**Sizing map**

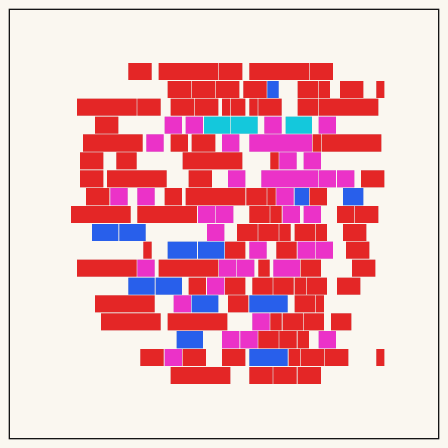
**I/O nets highlighted**

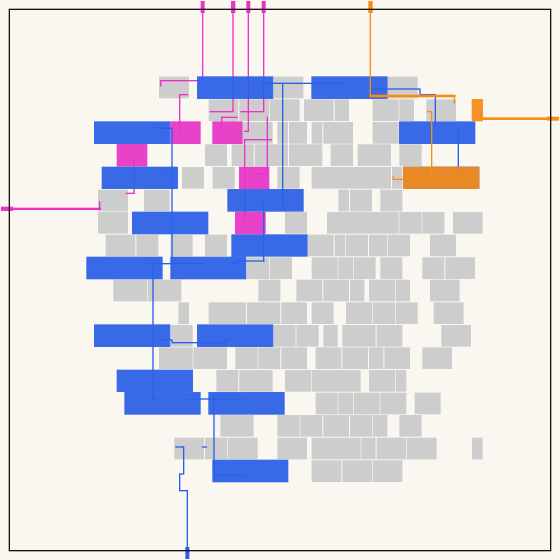
**Routed metal per tile**

Bar = 20 um. The die is cut into 13 by 13 equal tiles; dark purple is low, yellow is high, scaled to the fullest tile. Values are wire area over tile area, all layers added.
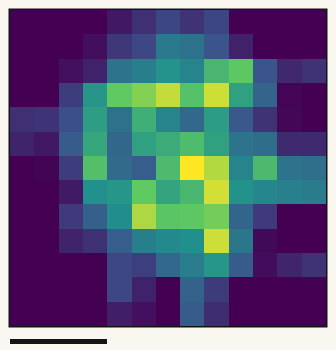
**Cells colored by class**

Bar = 20 um.
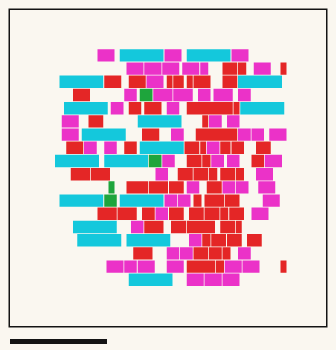
**Congestion heat map**

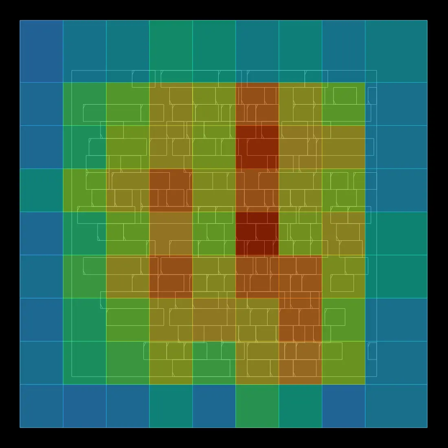
### src/rtl/fwd_sel_gen_if.sv
// ID-stage operand-forwarding bus: decoded source/destination info in, mux selects and stall out.
interface fwd_sel_gen_if #(
    parameter int unsigned REG_ADDR_W = 5
);
    logic                  id_valid_i;
    logic [REG_ADDR_W-1:0] id_rs1_addr_i;
    logic [REG_ADDR_W-1:0] id_rs2_addr_i;
    logic                  id_rs1_used_i;
    logic                  id_rs2_used_i;
    logic [REG_ADDR_W-1:0] id_rd_addr_i;
    logic                  id_rd_we_i;
    logic                  id_is_load_i;
    logic                  hold_i;
    logic                  flush_i;
    logic [1:0]            fwd_sel_a_o;
    logic [1:0]            fwd_sel_b_o;
    logic                  stall_o;

    modport master (
        output id_valid_i, id_rs1_addr_i, id_rs2_addr_i, id_rs1_used_i, id_rs2_used_i,
               id_rd_addr_i, id_rd_we_i, id_is_load_i, hold_i, flush_i,
        input  fwd_sel_a_o, fwd_sel_b_o, stall_o
    );

    modport slave (
        input  id_valid_i, id_rs1_addr_i, id_rs2_addr_i, id_rs1_used_i, id_rs2_used_i,
               id_rd_addr_i, id_rd_we_i, id_is_load_i, hold_i, flush_i,
        output fwd_sel_a_o, fwd_sel_b_o, stall_o
    );
endinterface

### src/rtl/fwd_sel_gen.sv
// EX-operand forwarding select generator with load-use stall detection.
// FWD_WB_SEL_EN enables the WB (10) forwarding path; without it MEM-entry matches stall instead.
module fwd_sel_gen #(
    parameter int unsigned REG_ADDR_W = 5
) (
    input logic         clk_i,
    input logic         rst_ni,
    fwd_sel_gen_if.slave bus
);
    localparam logic [1:0] SelRf  = 2'b00;
    localparam logic [1:0] SelMem = 2'b01;
`ifdef FWD_WB_SEL_EN
    localparam logic [1:0] SelWb  = 2'b10;
`endif

    logic                  ex_valid_q, ex_we_q, ex_load_q;
    logic [REG_ADDR_W-1:0] ex_rd_q;
    logic                  mem_valid_q, mem_we_q;
    logic [REG_ADDR_W-1:0] mem_rd_q;
    logic [1:0]            sel_a_q, sel_b_q;

    logic       ex_elig, mem_elig;
    logic       rs1_live, rs2_live;
    logic       ex_hit1, ex_hit2, mem_hit1, mem_hit2;
    logic       hazard, stall, capture;
    logic [1:0] sel_a_d, sel_b_d;

    always_comb begin
        ex_elig  = ex_valid_q  && ex_we_q  && (ex_rd_q  != '0);
        mem_elig = mem_valid_q && mem_we_q && (mem_rd_q != '0);
        rs1_live = bus.id_rs1_used_i && (bus.id_rs1_addr_i != '0);
        rs2_live = bus.id_rs2_used_i && (bus.id_rs2_addr_i != '0);
        ex_hit1  = rs1_live && ex_elig  && (ex_rd_q  == bus.id_rs1_addr_i);
        ex_hit2  = rs2_live && ex_elig  && (ex_rd_q  == bus.id_rs2_addr_i);
        mem_hit1 = rs1_live && mem_elig && (mem_rd_q == bus.id_rs1_addr_i);
        mem_hit2 = rs2_live && mem_elig && (mem_rd_q == bus.id_rs2_addr_i);

        // A load in EX cannot forward; the EX match still shadows any older MEM match.
        hazard = (ex_hit1 || ex_hit2) && ex_load_q;
`ifndef FWD_WB_SEL_EN
        hazard = hazard || (mem_hit1 && !ex_hit1) || (mem_hit2 && !ex_hit2);
`endif
        stall   = bus.id_valid_i && hazard && !bus.flush_i && !bus.hold_i;
        capture = bus.id_valid_i && !stall && !bus.flush_i;

        sel_a_d = SelRf;
        sel_b_d = SelRf;
        if (ex_hit1 && !ex_load_q) begin
            sel_a_d = SelMem;
        end
`ifdef FWD_WB_SEL_EN
        else if (mem_hit1) begin
            sel_a_d = SelWb;
        end
`endif
        if (ex_hit2 && !ex_load_q) begin
            sel_b_d = SelMem;
        end
`ifdef FWD_WB_SEL_EN
        else if (mem_hit2) begin
            sel_b_d = SelWb;
        end
`endif
    end

    always_ff @(posedge clk_i or negedge rst_ni) begin
        if (!rst_ni) begin
            ex_valid_q  <= 1'b0;
            ex_we_q     <= 1'b0;
            ex_load_q   <= 1'b0;
            ex_rd_q     <= '0;
            mem_valid_q <= 1'b0;
            mem_we_q    <= 1'b0;
            mem_rd_q    <= '0;
            sel_a_q     <= SelRf;
            sel_b_q     <= SelRf;
        end else if (!bus.hold_i) begin
            mem_valid_q <= ex_valid_q;
            mem_we_q    <= ex_we_q;
            mem_rd_q    <= ex_rd_q;
            if (capture) begin
                ex_valid_q <= 1'b1;
                ex_we_q    <= bus.id_rd_we_i;
                ex_load_q  <= bus.id_is_load_i;
                ex_rd_q    <= bus.id_rd_addr_i;
                sel_a_q    <= sel_a_d;
                sel_b_q    <= sel_b_d;
            end else begin
                ex_valid_q <= 1'b0;
                ex_we_q    <= 1'b0;
                ex_load_q  <= 1'b0;
                ex_rd_q    <= '0;
                sel_a_q    <= SelRf;
                sel_b_q    <= SelRf;
            end
        end
    end

    assign bus.fwd_sel_a_o = sel_a_q;
    assign bus.fwd_sel_b_o = sel_b_q;
    assign bus.stall_o     = stall;
endmodule

### src/flat_wrapper.sv
// flat-port wrapper written by rule: the top's interface ports become plain ports
module fwd_sel_gen_flat 
#(
    parameter int unsigned REG_ADDR_W = 5
)
  (clk_i, rst_ni, bus_id_valid_i, bus_id_rs1_addr_i, bus_id_rs2_addr_i, bus_id_rs1_used_i, bus_id_rs2_used_i, bus_id_rd_addr_i, bus_id_rd_we_i, bus_id_is_load_i, bus_hold_i, bus_flush_i, bus_fwd_sel_a_o, bus_fwd_sel_b_o, bus_stall_o);
  fwd_sel_gen_if #(.REG_ADDR_W(REG_ADDR_W)) bus_i ();
  input logic clk_i;
  input logic rst_ni;
  input wire logic [$bits(bus_i.id_valid_i)-1:0] bus_id_valid_i;
  input wire logic [$bits(bus_i.id_rs1_addr_i)-1:0] bus_id_rs1_addr_i;
  input wire logic [$bits(bus_i.id_rs2_addr_i)-1:0] bus_id_rs2_addr_i;
  input wire logic [$bits(bus_i.id_rs1_used_i)-1:0] bus_id_rs1_used_i;
  input wire logic [$bits(bus_i.id_rs2_used_i)-1:0] bus_id_rs2_used_i;
  input wire logic [$bits(bus_i.id_rd_addr_i)-1:0] bus_id_rd_addr_i;
  input wire logic [$bits(bus_i.id_rd_we_i)-1:0] bus_id_rd_we_i;
  input wire logic [$bits(bus_i.id_is_load_i)-1:0] bus_id_is_load_i;
  input wire logic [$bits(bus_i.hold_i)-1:0] bus_hold_i;
  input wire logic [$bits(bus_i.flush_i)-1:0] bus_flush_i;
  output wire logic [$bits(bus_i.fwd_sel_a_o)-1:0] bus_fwd_sel_a_o;
  output wire logic [$bits(bus_i.fwd_sel_b_o)-1:0] bus_fwd_sel_b_o;
  output wire logic [$bits(bus_i.stall_o)-1:0] bus_stall_o;
  assign bus_i.id_valid_i = bus_id_valid_i;
  assign bus_i.id_rs1_addr_i = bus_id_rs1_addr_i;
  assign bus_i.id_rs2_addr_i = bus_id_rs2_addr_i;
  assign bus_i.id_rs1_used_i = bus_id_rs1_used_i;
  assign bus_i.id_rs2_used_i = bus_id_rs2_used_i;
  assign bus_i.id_rd_addr_i = bus_id_rd_addr_i;
  assign bus_i.id_rd_we_i = bus_id_rd_we_i;
  assign bus_i.id_is_load_i = bus_id_is_load_i;
  assign bus_i.hold_i = bus_hold_i;
  assign bus_i.flush_i = bus_flush_i;
  assign bus_fwd_sel_a_o = bus_i.fwd_sel_a_o;
  assign bus_fwd_sel_b_o = bus_i.fwd_sel_b_o;
  assign bus_stall_o = bus_i.stall_o;
  fwd_sel_gen #(.REG_ADDR_W(REG_ADDR_W)) u_core (.clk_i(clk_i), .rst_ni(rst_ni), .bus(bus_i));
endmodule
### config.mk
export PLATFORM = sky130hd
export DESIGN_NAME = fwd_sel_gen_flat
export DESIGN_NICKNAME = d
export VERILOG_FILES = /design/src/rtl/fwd_sel_gen_if.sv /design/src/rtl/fwd_sel_gen.sv /design/src/flat_wrapper.sv
export SDC_FILE = /design/constraint.sdc
export NUM_CORES = 1
export LEC_CHECK = 0
export CAP_MARGIN = 5
export CORE_MARGIN = 8
export CORE_UTILIZATION = 42
export CTS_CLUSTER_DIAMETER = 60
export CTS_CLUSTER_SIZE = 20
export DETAILED_ROUTE_END_ITERATION = 10
export HOLD_SLACK_MARGIN = 0.03
export PLACE_DENSITY = 0.72
export SLEW_MARGIN = 20
export SYNTH_ARGS = -nofsm -noshare
export SYNTH_HDL_FRONTEND = slang
export SYNTH_SLANG_ARGS = --single-unit
export TNS_END_PERCENT = 30
### constraint.sdc
create_clock -name clk_i -period 1.8 [get_ports clk_i]
set_input_delay 0.18 -clock clk_i [delete_from_list [all_inputs] [get_ports clk_i]]
set_output_delay 0.18 -clock clk_i [all_outputs]
set_load 0.01 [all_outputs]
==> impl_metrics.csv <==
group,metric,value,unit
power,p_int,635.9,uW
critical_path,crit_buf_inv,3,
logic_synthesis,aoi_share,0.1543,
logic_synthesis,synthCells,88,
logic_synthesis,top_area_cell,"dfrtp_1",
timing,finalCritPeriodShare,1.339,
critical_path,reg2reg_from,"u_core.ex_rd_q[4]",
floorplan,io_pins,29,
finish,antenna-diode-count,0,
logic_synthesis,seq_area_frac_synth,0.4198,
timing,setup_viol,11,
floorplan,die_w,65.12,um
clock_network,path_clk_slew,100,ps
finish,areaGrowthSynthToFinish,55.56,%
logic_synthesis,synth.distinct_cells,25,
clock_network,clk_path_buf_depth,2,
critical_path,reg2reg_to,"u_core.ex_rd_q[0]",
placement,port_buffers,26,
route,wirelength,2.738,mm
clock_network,clock-sinks,17,
logic_synthesis,area_leaders,"dfrtp_1 (42%), xnor2_1 (12%), mux2_2 (7.8%)",
critical_path,cpMostUsedCell,"buf_4",
outcome,violations,"negative setup slack",
logic_synthesis,adder_share,0,
power,clock_power,206,uW
critical_path,rr_worst_depth,8,
power,p_sw_frac,0.2667,
flow_run,drv_cap,0,
critical_path,cp-end-kind,"primary output",
finish,drive_above_1_share,0.3493,
clock_network,postCtsSetupRepairBufs,1,
timing,holdWs,192.4,ps
clock_network,cts_resized,6,
timing,period_minus_slack,2411,ps
power,powerSeq,423,uW
finish,fin_cells,176,
route,dr_total_vias,906,
timing,hold_viol,0,
outcome,outcome,"complete, but fails checks",
placement,dp_slack,-842.9,ps
finish,reg.largest.list,"u_core.ex_rd_q (5), u_core.mem_rd_q (5)",
finish,fillCellCount,196,
placement,dpl.cell_count,170,
logic_synthesis,ys_cells,88,
route,vias_per_cell,5.148,
flow_run,warning_count,29,
critical_path,path_cells,"or4_1, o211ai_1, buf_4, or4_4, buf_4, a221oi_4, nor2_1, buf_2",
clock_network,numCtsBuffers,3,
timing,rsz0062_at_grt,"true",
power,combPwrFrac,0.275,
global_route,grt_use_total,0.1346,
global_route,grt.overflow.total,0,
timing,tns,-4714,ps
logic_synthesis,logic_family,"XOR/XNOR gates",
power,pg_comb,238,uW
logic_synthesis,mux_area_frac,0.07778,
finish,mostFrequentLayoutCell,"buf_4",
logic_synthesis,postSynthAreaPerCell,11.52,sq um
global_route,antenna_found_initial,0,
logic_synthesis,top_cell_area_share,0.4198,
finish,nets,171,
power,power.density,550.1,nW/um^2
power,switchingPower,231.3,uW
critical_path,critPathLaunchType,"flip-flop",
critical_path,crit_start,"u_core.ex_rd_q[2]",
global_route,grt_pass1_vias,974,
route,drtPass1Iterations,4,
clock_network,htreeDepth,1,
timing,worst_slack,-610.7,ps
floorplan,die_height,65.12,um
logic_synthesis,synthArstFlopShare,1.000,
critical_path,endpoint,"bus_stall_o",
logic_synthesis,xor_share,0.1728,
clock_network,cts_root_buf,"clkbuf_4",
route,antenna_left,0,
logic_synthesis,ys_sh_simple,0.1457,
critical_path,arrival,2230,ps
critical_path,required,1620,ps
power,top_power_group,"registers",
critical_path,cpMaxStageDelayCell,"or4_4",
route,drt_iter0_drc,25,
min_path,min_path_type,"input pin to asynchronous set/reset pin",
critical_path,path_depth,8,
power,leakage,0.0006966,uW
timing,skew,9.859,ps
route,drc,0,
clock_network,insertion_delay,290,ps
placement,place_hpwl,2.102,mm
logic_synthesis,yosysWarnings,0,
power,power.total,867.2,uW
critical_path,r2r_slack,-450,ps
timing,drv_slew,0,
logic_synthesis,ys_chip_area,1013,sq um
critical_path,worstPathMaxFanout,2,
clock_network,holdBufCountCts,0,
floorplan,rows,18,
floorplan,fp_util,0.4245,
global_route,grt_max_degree,18,
global_route,grt_first_pass_wirelength,4.512,mm
power,peakVddDrop,498.4,uV
finish,design_area,1577,sq um
critical_path,cp_slowest_stage_delay,540,ps
logic_synthesis,edf_count,0,
floorplan,dieArea,4241,sq um
logic_synthesis,syn_area,1013,sq um
critical_path,crit_type,"flip-flop to primary output",
floorplan,core_area,2387,sq um
timing,max_freq,414.8,MHz
power,clkPwrFrac,0.238,
clock_network,cts_tree,"done",
logic_synthesis,ys_ff,17,
critical_path,path_delay_family,"simple AND/OR/NAND/NOR gates",
logic_synthesis,synth_top_flop_cell,"dfrtp_1",
placement,placed_cell_area,1514,sq um
placement,globalplace.congestion,0.8218,
finish,final_cell_mix,"buf_4 (29), clkdlybuf4s50_1 (25), dfrtp_1 (17)",
power,seqPwrFrac,0.488,
About 'sizing map':
- red: drive 1 or less (cells 95; most used clkdlybuf4s50_1)
- cyan: drive 6 and up (cells 3; most used buf_6)
- magenta: drive 3 to 4 (cells 35; most used buf_4)
- blue: drive 2 (cells 13; most used mux2_2)

About 'I/O nets highlighted':
- blue: rst_ni (bits 1; direction input; edge bottom; end cells 17; buffers 2; wire 140 um)
- magenta: bus_id_rd_addr_i (bits 5; direction input; edge 4 top, 1 left; end cells 5; buffers 5; wire 105 um)
- orange: bus_fwd_sel_a_o (bits 2; direction output; edge 1 top, 1 right; end cells 2; buffers 1; wire 49.1 um)

About 'routed metal per tile':
- tiles over half the peak: 21%
- fullest tile: 0.39
- mean over tiles: 0.10
- nearly empty tiles: 33%
- emptiest ninth of the die: bottom left
- densest ninth of the die: middle

About 'cells colored by class':
- green: clock drivers and dummy loads (cells 4; share of their area 1.7%)
- cyan: flip-flops (cells 17; share of their area 28%)
- magenta: other buffers and delay cells (cells 58; share of their area 33%)
- red: all other logic (cells 67; share of their area 38%)

About 'congestion heat map':
met3 Use GR: 0.02381
Finished Core Util: 0.6604
GR met1 Demand/Resource: 0.1679
wire per inst: 15.56 um
GR Util met2: 0.2236

## metal layers
layer | share of wire | global-route usage | up-vias
met2 | 0.51 | 0.2236 | 19
met3 | 0.042 | 0.02381 | 4
met4 | 0.015 | 0.05722 | 0
met5 | 0 | 0 | -
met1 | 0.43 | 0.1679 | 440
li1 | - | - | 443
## area by class of cell
class                   instances  area, sq um  share of cell area
multi-input cells              67        580.6              0.3683
clock buffers                   4        26.28             0.01667
repair buffers                 58        506.7              0.3214
flip-flops and latches         17        425.4              0.2698
well taps                      30        37.54             0.02381
## cells in the mapped netlist (2+ instances only)
cell,number
xnor2_1,14
nor3_1,4
dfrtp_1,17
a32o_1,7
clkbuf_1,2
nor2_1,2
nand3_1,4
nand2_1,4
mux2_2,7
buf_4,2
xor2_1,6
a22o_1,2
or4_1,5
Power and IR drop assume default switching activity.
